**Floorplan with the power grid**

Scale bar: 20 µm. Pins as bars on the die edge. Tap cells in grey.
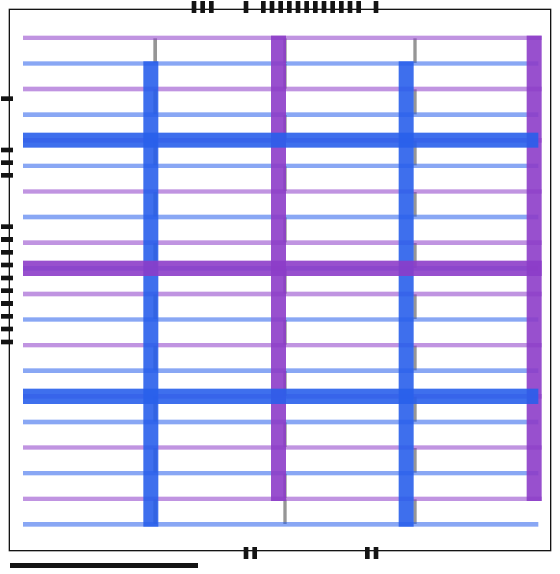
**Placement by cell class**

Scale bar: 20 µm.
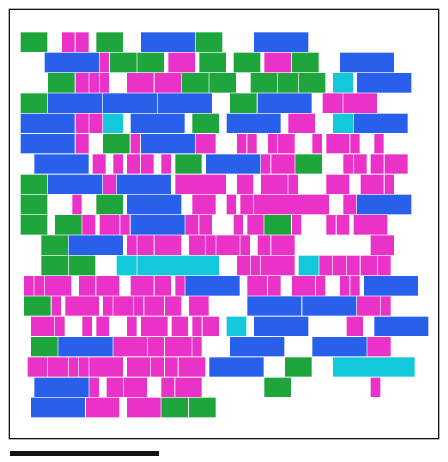
**Clock network drawn from the DEF**

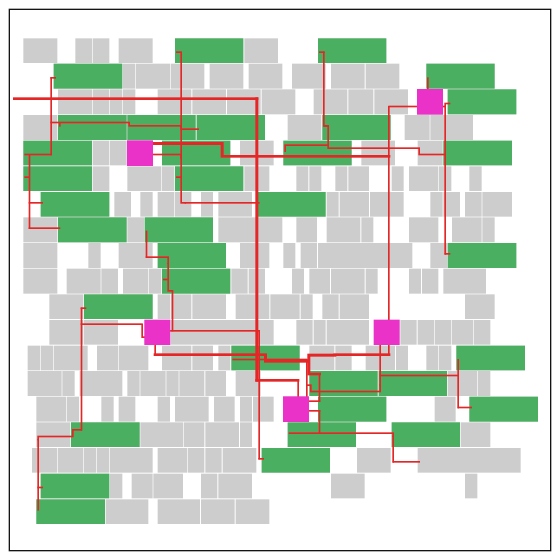
**Wiring by layer**

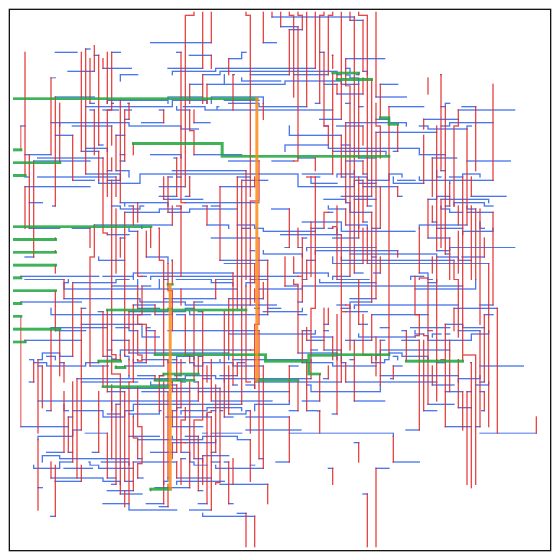
[src/rtl/bridge_cmd_arbiter_if.sv]
// Signal bundle between bridge_cmd_arbiter, its requesters and the UART-AXI bridge.
// The master modport is the arbiter's view; the slave modport is the environment's view.
interface bridge_cmd_arbiter_if #(
  parameter int NUM_REQ = 2
);
  logic [NUM_REQ-1:0] req_valid;
  logic [NUM_REQ-1:0] req_ready;
  logic [2:0]         grant_id;
  logic               bridge_start;
  logic               bridge_busy;
  logic               bridge_done;
  logic [7:0]         bridge_error;
  logic [NUM_REQ-1:0] rsp_valid;
  logic [7:0]         rsp_error;
  logic               timeout_err;
  logic               system_ready;
  logic [2:0]         arb_state;

  modport master (
    input  req_valid, bridge_busy, bridge_done, bridge_error,
    output req_ready, grant_id, bridge_start, rsp_valid, rsp_error,
           timeout_err, system_ready, arb_state
  );

  modport slave (
    output req_valid, bridge_busy, bridge_done, bridge_error,
    input  req_ready, grant_id, bridge_start, rsp_valid, rsp_error,
           timeout_err, system_ready, arb_state
  );
endinterface

[src/rtl/bridge_cmd_arbiter.sv]
// Round-robin owner of the shared UART-AXI bridge command path: one transaction
// in flight, watchdog timeout, per-requester completion with an error code.
module bridge_cmd_arbiter #(
  parameter int         NUM_REQ        = 2,
  parameter int         TIMEOUT_CYCLES = 1024,
  parameter logic [7:0] ERR_TIMEOUT    = 8'hE0
) (
  input logic                  clk,
  input logic                  rst_n,
  bridge_cmd_arbiter_if.master bus
);

  localparam int                 TIMER_W    = $clog2(TIMEOUT_CYCLES) + 1;
  localparam logic [TIMER_W-1:0] TIMER_TERM = TIMER_W'(TIMEOUT_CYCLES - 1);
  localparam logic [3:0]         NUM_REQ_W  = 4'(NUM_REQ);
  localparam logic [2:0]         LAST_REQ   = 3'(NUM_REQ - 1);
  localparam logic [NUM_REQ-1:0] REQ_ONE    = {{(NUM_REQ-1){1'b0}}, 1'b1};

  typedef enum logic [2:0] {
    ST_IDLE   = 3'd0,
    ST_GRANT  = 3'd1,
    ST_ACTIVE = 3'd2,
    ST_RESP   = 3'd3,
    ST_DRAIN  = 3'd4
  } state_e;

  state_e             state_q, state_d;
  logic [2:0]         grant_q;
  logic [2:0]         rr_q;
  logic [TIMER_W-1:0] timer_q;
  logic [NUM_REQ-1:0] req_ready_q;
  logic               start_q;
  logic [NUM_REQ-1:0] rsp_valid_q;
  logic [7:0]         rsp_error_q;
  logic               timeout_err_q;
  logic               sys_ready_q;

  logic [7:0]         valid_ext;
  logic [3:0]         scan_idx;
  logic [2:0]         pick_idx;
  logic               pick_found;

  assign valid_ext = 8'(bus.req_valid);

  // Scan requesters starting at rr_q and wrapping, so the last owner goes to the back of the line.
  always_comb begin
    pick_found = 1'b0;
    pick_idx   = 3'd0;
    scan_idx   = 4'd0;
    for (int k = 0; k < NUM_REQ; k++) begin
      scan_idx = {1'b0, rr_q} + 4'(k);
      if (scan_idx >= NUM_REQ_W) begin
        scan_idx = scan_idx - NUM_REQ_W;
      end
      if (!pick_found && valid_ext[scan_idx[2:0]]) begin
        pick_found = 1'b1;
        pick_idx   = scan_idx[2:0];
      end
    end
  end

  always_comb begin
    state_d = state_q;
    unique case (state_q)
      ST_IDLE: begin
        if (!bus.bridge_busy && pick_found) begin
          state_d = ST_GRANT;
        end
      end
      ST_GRANT:  state_d = ST_ACTIVE;
      ST_ACTIVE: begin
        if (bus.bridge_done || (timer_q == TIMER_TERM)) begin
          state_d = ST_RESP;
        end
      end
      ST_RESP:   state_d = bus.bridge_busy ? ST_DRAIN : ST_IDLE;
      ST_DRAIN: begin
        if (!bus.bridge_busy) begin
          state_d = ST_IDLE;
        end
      end
      default:   state_d = ST_IDLE;
    endcase
  end

  // All outputs are registered; pulses are raised on the edge that enters GRANT/RESP.
  always_ff @(posedge clk) begin
    if (!rst_n) begin
      state_q       <= ST_IDLE;
      grant_q       <= 3'd0;
      rr_q          <= 3'd0;
      timer_q       <= '0;
      req_ready_q   <= '0;
      start_q       <= 1'b0;
      rsp_valid_q   <= '0;
      rsp_error_q   <= 8'h00;
      timeout_err_q <= 1'b0;
      sys_ready_q   <= 1'b0;
    end else begin
      state_q     <= state_d;
      req_ready_q <= '0;
      start_q     <= 1'b0;
      rsp_valid_q <= '0;
      sys_ready_q <= (state_d == ST_IDLE) && !bus.bridge_busy;
      unique case (state_q)
        ST_IDLE: begin
          if (state_d == ST_GRANT) begin
            grant_q     <= pick_idx;
            req_ready_q <= REQ_ONE << pick_idx;
            start_q     <= 1'b1;
          end
        end
        ST_GRANT: begin
          timer_q <= '0;
        end
        ST_ACTIVE: begin
          if (timer_q != TIMER_TERM) begin
            timer_q <= timer_q + TIMER_W'(1);
          end
          // A completion in the terminal cycle beats the watchdog.
          if (bus.bridge_done) begin
            rsp_error_q <= bus.bridge_error;
          end else if (timer_q == TIMER_TERM) begin
            rsp_error_q   <= ERR_TIMEOUT;
            timeout_err_q <= 1'b1;
          end
          if (state_d == ST_RESP) begin
            rsp_valid_q <= REQ_ONE << grant_q;
          end
        end
        ST_RESP: begin
          rr_q <= (grant_q == LAST_REQ) ? 3'd0 : grant_q + 3'd1;
        end
        default: begin
        end
      endcase
    end
  end

  assign bus.req_ready    = req_ready_q;
  assign bus.grant_id     = grant_q;
  assign bus.bridge_start = start_q;
  assign bus.rsp_valid    = rsp_valid_q;
  assign bus.rsp_error    = rsp_error_q;
  assign bus.timeout_err  = timeout_err_q;
  assign bus.system_ready = sys_ready_q;
  assign bus.arb_state    = state_q;

endmodule

[src/flat_wrapper.sv]
// flat-port wrapper written by rule: the top's interface ports become plain ports
module bridge_cmd_arbiter_flat 
#(
  parameter int         NUM_REQ        = 2,
  parameter int         TIMEOUT_CYCLES = 1024,
  parameter logic [7:0] ERR_TIMEOUT    = 8'hE0
)
  (clk, rst_n, bus_req_valid, bus_bridge_busy, bus_bridge_done, bus_bridge_error, bus_req_ready, bus_grant_id, bus_bridge_start, bus_rsp_valid, bus_rsp_error, bus_timeout_err, bus_system_ready, bus_arb_state);
  bridge_cmd_arbiter_if #(.NUM_REQ(NUM_REQ)) bus_i ();
  input logic clk;
  input logic rst_n;
  input wire logic [$bits(bus_i.req_valid)-1:0] bus_req_valid;
  input wire logic [$bits(bus_i.bridge_busy)-1:0] bus_bridge_busy;
  input wire logic [$bits(bus_i.bridge_done)-1:0] bus_bridge_done;
  input wire logic [$bits(bus_i.bridge_error)-1:0] bus_bridge_error;
  output wire logic [$bits(bus_i.req_ready)-1:0] bus_req_ready;
  output wire logic [$bits(bus_i.grant_id)-1:0] bus_grant_id;
  output wire logic [$bits(bus_i.bridge_start)-1:0] bus_bridge_start;
  output wire logic [$bits(bus_i.rsp_valid)-1:0] bus_rsp_valid;
  output wire logic [$bits(bus_i.rsp_error)-1:0] bus_rsp_error;
  output wire logic [$bits(bus_i.timeout_err)-1:0] bus_timeout_err;
  output wire logic [$bits(bus_i.system_ready)-1:0] bus_system_ready;
  output wire logic [$bits(bus_i.arb_state)-1:0] bus_arb_state;
  assign bus_i.req_valid = bus_req_valid;
  assign bus_i.bridge_busy = bus_bridge_busy;
  assign bus_i.bridge_done = bus_bridge_done;
  assign bus_i.bridge_error = bus_bridge_error;
  assign bus_req_ready = bus_i.req_ready;
  assign bus_grant_id = bus_i.grant_id;
  assign bus_bridge_start = bus_i.bridge_start;
  assign bus_rsp_valid = bus_i.rsp_valid;
  assign bus_rsp_error = bus_i.rsp_error;
  assign bus_timeout_err = bus_i.timeout_err;
  assign bus_system_ready = bus_i.system_ready;
  assign bus_arb_state = bus_i.arb_state;
  bridge_cmd_arbiter #(.NUM_REQ(NUM_REQ), .TIMEOUT_CYCLES(TIMEOUT_CYCLES), .ERR_TIMEOUT(ERR_TIMEOUT)) u_core (.clk(clk), .rst_n(rst_n), .bus(bus_i));
endmodule
[config.mk]
export PLATFORM = sky130hd
export DESIGN_NAME = bridge_cmd_arbiter_flat
export DESIGN_NICKNAME = d
export VERILOG_FILES = /design/src/rtl/bridge_cmd_arbiter_if.sv /design/src/rtl/bridge_cmd_arbiter.sv /design/src/flat_wrapper.sv
export SDC_FILE = /design/constraint.sdc
export NUM_CORES = 1
export LEC_CHECK = 0
export CORE_MARGIN = 1
export CORE_UTILIZATION = 53
export DETAILED_ROUTE_END_ITERATION = 8
export PLACE_DENSITY = 0.89
export SLEW_MARGIN = 10
export SYNTH_ARGS = -nofsm -noshare
export SYNTH_HDL_FRONTEND = slang
export SYNTH_SLANG_ARGS = --single-unit
[constraint.sdc]
create_clock -name clk -period 2.7 [get_ports clk]
set_input_delay 0.27 -clock clk [delete_from_list [all_inputs] [get_ports clk]]
set_output_delay 0.27 -clock clk [all_outputs]
set_load 0.01 [all_outputs]
==> flow_metrics.py <==
# Physical implementation metrics
metrics = {
    "clocking": {
        "cts_tree": "done",
        "ctsLongestPathBuffers": 2,
        "clk_latency_ps": 340,
        "hold_buffers": 0,
    },
    "layout": {
        "seq_share_pct": 33.7,
        "drive_gt1_share_pct": 7.48,
        "clock_area_share_pct": 5.06,
        "comb_area_um2": 851,
        "buf_share_pct": 16.7,
        "syn_to_final_growth_pct": 27.9,
    },
    "final_timing": {
        "hold_violations": 0,
        "slew-limit-headroom_pct": 44.8,
        "min_period_over_period_pct": 76.7,
    },
    "power_and_ir_drop": {
        "clock_power_share_pct": 39.0,
        "vdd_ir_drop_max_uv": 513,
        "seq_power_share_pct": 46.6,
    },
    "die": {
        "die_area_mm2": 0.00329,
        "io_pins": 35,
        "num_rows": 19,
        "fp_util_pct": 57.4,
    },
    "global_routing": {
        "grt_usage_pct": 24.7,
        "grt-ovfl-total": 0,
        "grt_pass1_wl_um": 6050,
    },
    "placement": {
        "portBuffers": 34,
    },
    "routing": {
        "routed_wl_um": 3730,
    },
    "status": {
        "status": "complete, no violations",
    },
    "synthesis": {
        "syn_nets": 197,
        "synth_cell_type_count": 43,
        "yosysTopAreaCellShare_pct": 43.1,
        "ys_seq_share_pct": 43.1,
        "syn_area_per_cell_um2": 9.18,
    },
    "worst_setup_path": {
        "path_max_fanout": 9,
    },
    "worst_hold_path": {
        "min_path_type": "reg -> reg",
    },
}
About 'floorplan with the power grid':
VDD: shown in purple. VSS: shown in blue.
20 met1 rails follow the rows. The core has 19 rows. 3 straps on met5. 31 tap cells. 35 signal pins sit on the boundary.

About 'placement by cell class':
all other logic: shown in magenta, cells 136, share of their area 43%. flip-flops: shown in blue, cells 35, share of their area 34%. clock drivers and dummy loads: shown in cyan, cells 8, share of their area 5.2%. other buffers and delay cells: shown in green, cells 35, share of their area 17%.

About 'clock network drawn from the DEF':
cells driving clock nets: shown in magenta, count 5. flip-flops: shown in green, count 35. clock wires: shown in red, length 418 µm.
There are 6 routed clock nets. Position of the flops: all over the die.

About 'wiring by layer':
met3: shown in green, wire length 184 µm. met2: shown in red, wire length 1880 µm. met1: shown in blue, wire length 1610 µm. met4: shown in orange, wire length 51.7 µm.

critical path, cell delays in order, from the launching register on:
cell,delay [ps]
dfxtp_1,540
inv_1,150
ha_1,220
nand2b_1,160
mux2i_1,140
and2_1,220
o21ai_2,270
nor4b_1,260
path summary, 6_finish.rpt:
check | startpoint | cells past startpoint | slack [ps] | endpoint
max | u_core.rr_q[0]$_SDFFE_PN0N_ | 7 | 630 | u_core.bus.system_ready$_SDFF_PN0_
min | u_core.bus.rsp_error[7]$_SDFFE_PN0P_ | 2 | 450 | u_core.bus.rsp_error[7]$_SDFFE_PN0P_
max reg2reg | u_core.rr_q[0]$_SDFFE_PN0N_ | 7 | 630 | u_core.bus.system_ready$_SDFF_PN0_
min reg2reg | u_core.bus.rsp_error[7]$_SDFFE_PN0P_ | 2 | 450 | u_core.bus.rsp_error[7]$_SDFFE_PN0P_
registers in the layout, indices dropped and copies added (netlist names), 2 cells and up:
name and flops:
u_core.timer_q 11, u_core.bus.rsp_error 8, u_core.bus.arb_state 3, u_core.bus.grant_id 3
u_core.rr_q 3, u_core.bus.req_ready 2, u_core.bus.rsp_valid 2
power by group through the flow:
stage	clock network [W]	logic, W	registers [W]
after floorplan	0	0.0000990	0.000574
after global placement	0	0.000164	0.000572
after detailed placement	0	0.000172	0.000573
after CTS	0.000478	0.000174	0.000562
after global routing	0.000498	0.000189	0.000566
final	0.000470	0.000173	0.000562
cell usage in the layout (no fill, tap or decap), types with 2 or more instances in the layout:
master / synthesis / layout
dfxtp_1: 35 / 35
clkdlybuf4s50_1: 0 / 34
nor2_1: 24 / 24
nand2_1: 12 / 12
a21oi_1: 11 / 11
inv_1: 9 / 9
nand3_1: 8 / 8
xnor2_1: 8 / 8
mux2i_1: 6 / 6
ha_1: 6 / 6
a32o_1: 5 / 5
o21ai_0: 5 / 5
clkbuf_4: 0 / 5
nor3_1: 4 / 4
nand3b_1: 3 / 3
nor4_1: 3 / 3
nand2b_1: 2 / 2
a211oi_1: 2 / 2
xor2_1: 2 / 2
and3_1: 2 / 2
nor2b_1: 2 / 2
a31oi_1: 2 / 2
bufinv_16: 0 / 2
per-layer routing:
metal  up-vias  GRT usage (%)  part of all wire [%]
li1        698              -                     -
met1       674           30.1                    43
met2        42           40.0                    51
met3         4           8.62                   4.9
met4         0           9.76                   1.4
met5         -              0                     0
kinds of logic after synthesis:
kind of cell | after synthesis | share of synthesized area (%)
AOI/OAI and AO/OA | 34 | 15.3
and+or+nand+nor | 71 | 23.4
muxes | 6 | 3.70
xor gates and xnor gates | 10 | 5.39
DFF | 35 | 43.1
adders and majority gates | 6 | 4.62
buffers and inverters | 15 | 4.47
through the flow:
stage | instances | hold WS (ps) | cell area [µm²] | power, W | setup WS [ps]
2_1_floorplan | 177 | 347 | 1620 | 0.000673 | 957
3_3_place_gp | 237 | 435 | 1970 | 0.000737 | 837
3_5_place_dp | 237 | 439 | 1970 | 0.000745 | 720
4_1_cts | 245 | 456 | 2080 | 0.00121 | 628
5_1_grt | 245 | 475 | 2080 | 0.00125 | 437
6_report | 245 | 453 | 2080 | 0.00120 | 630
Power and IR drop assume default switching activity.
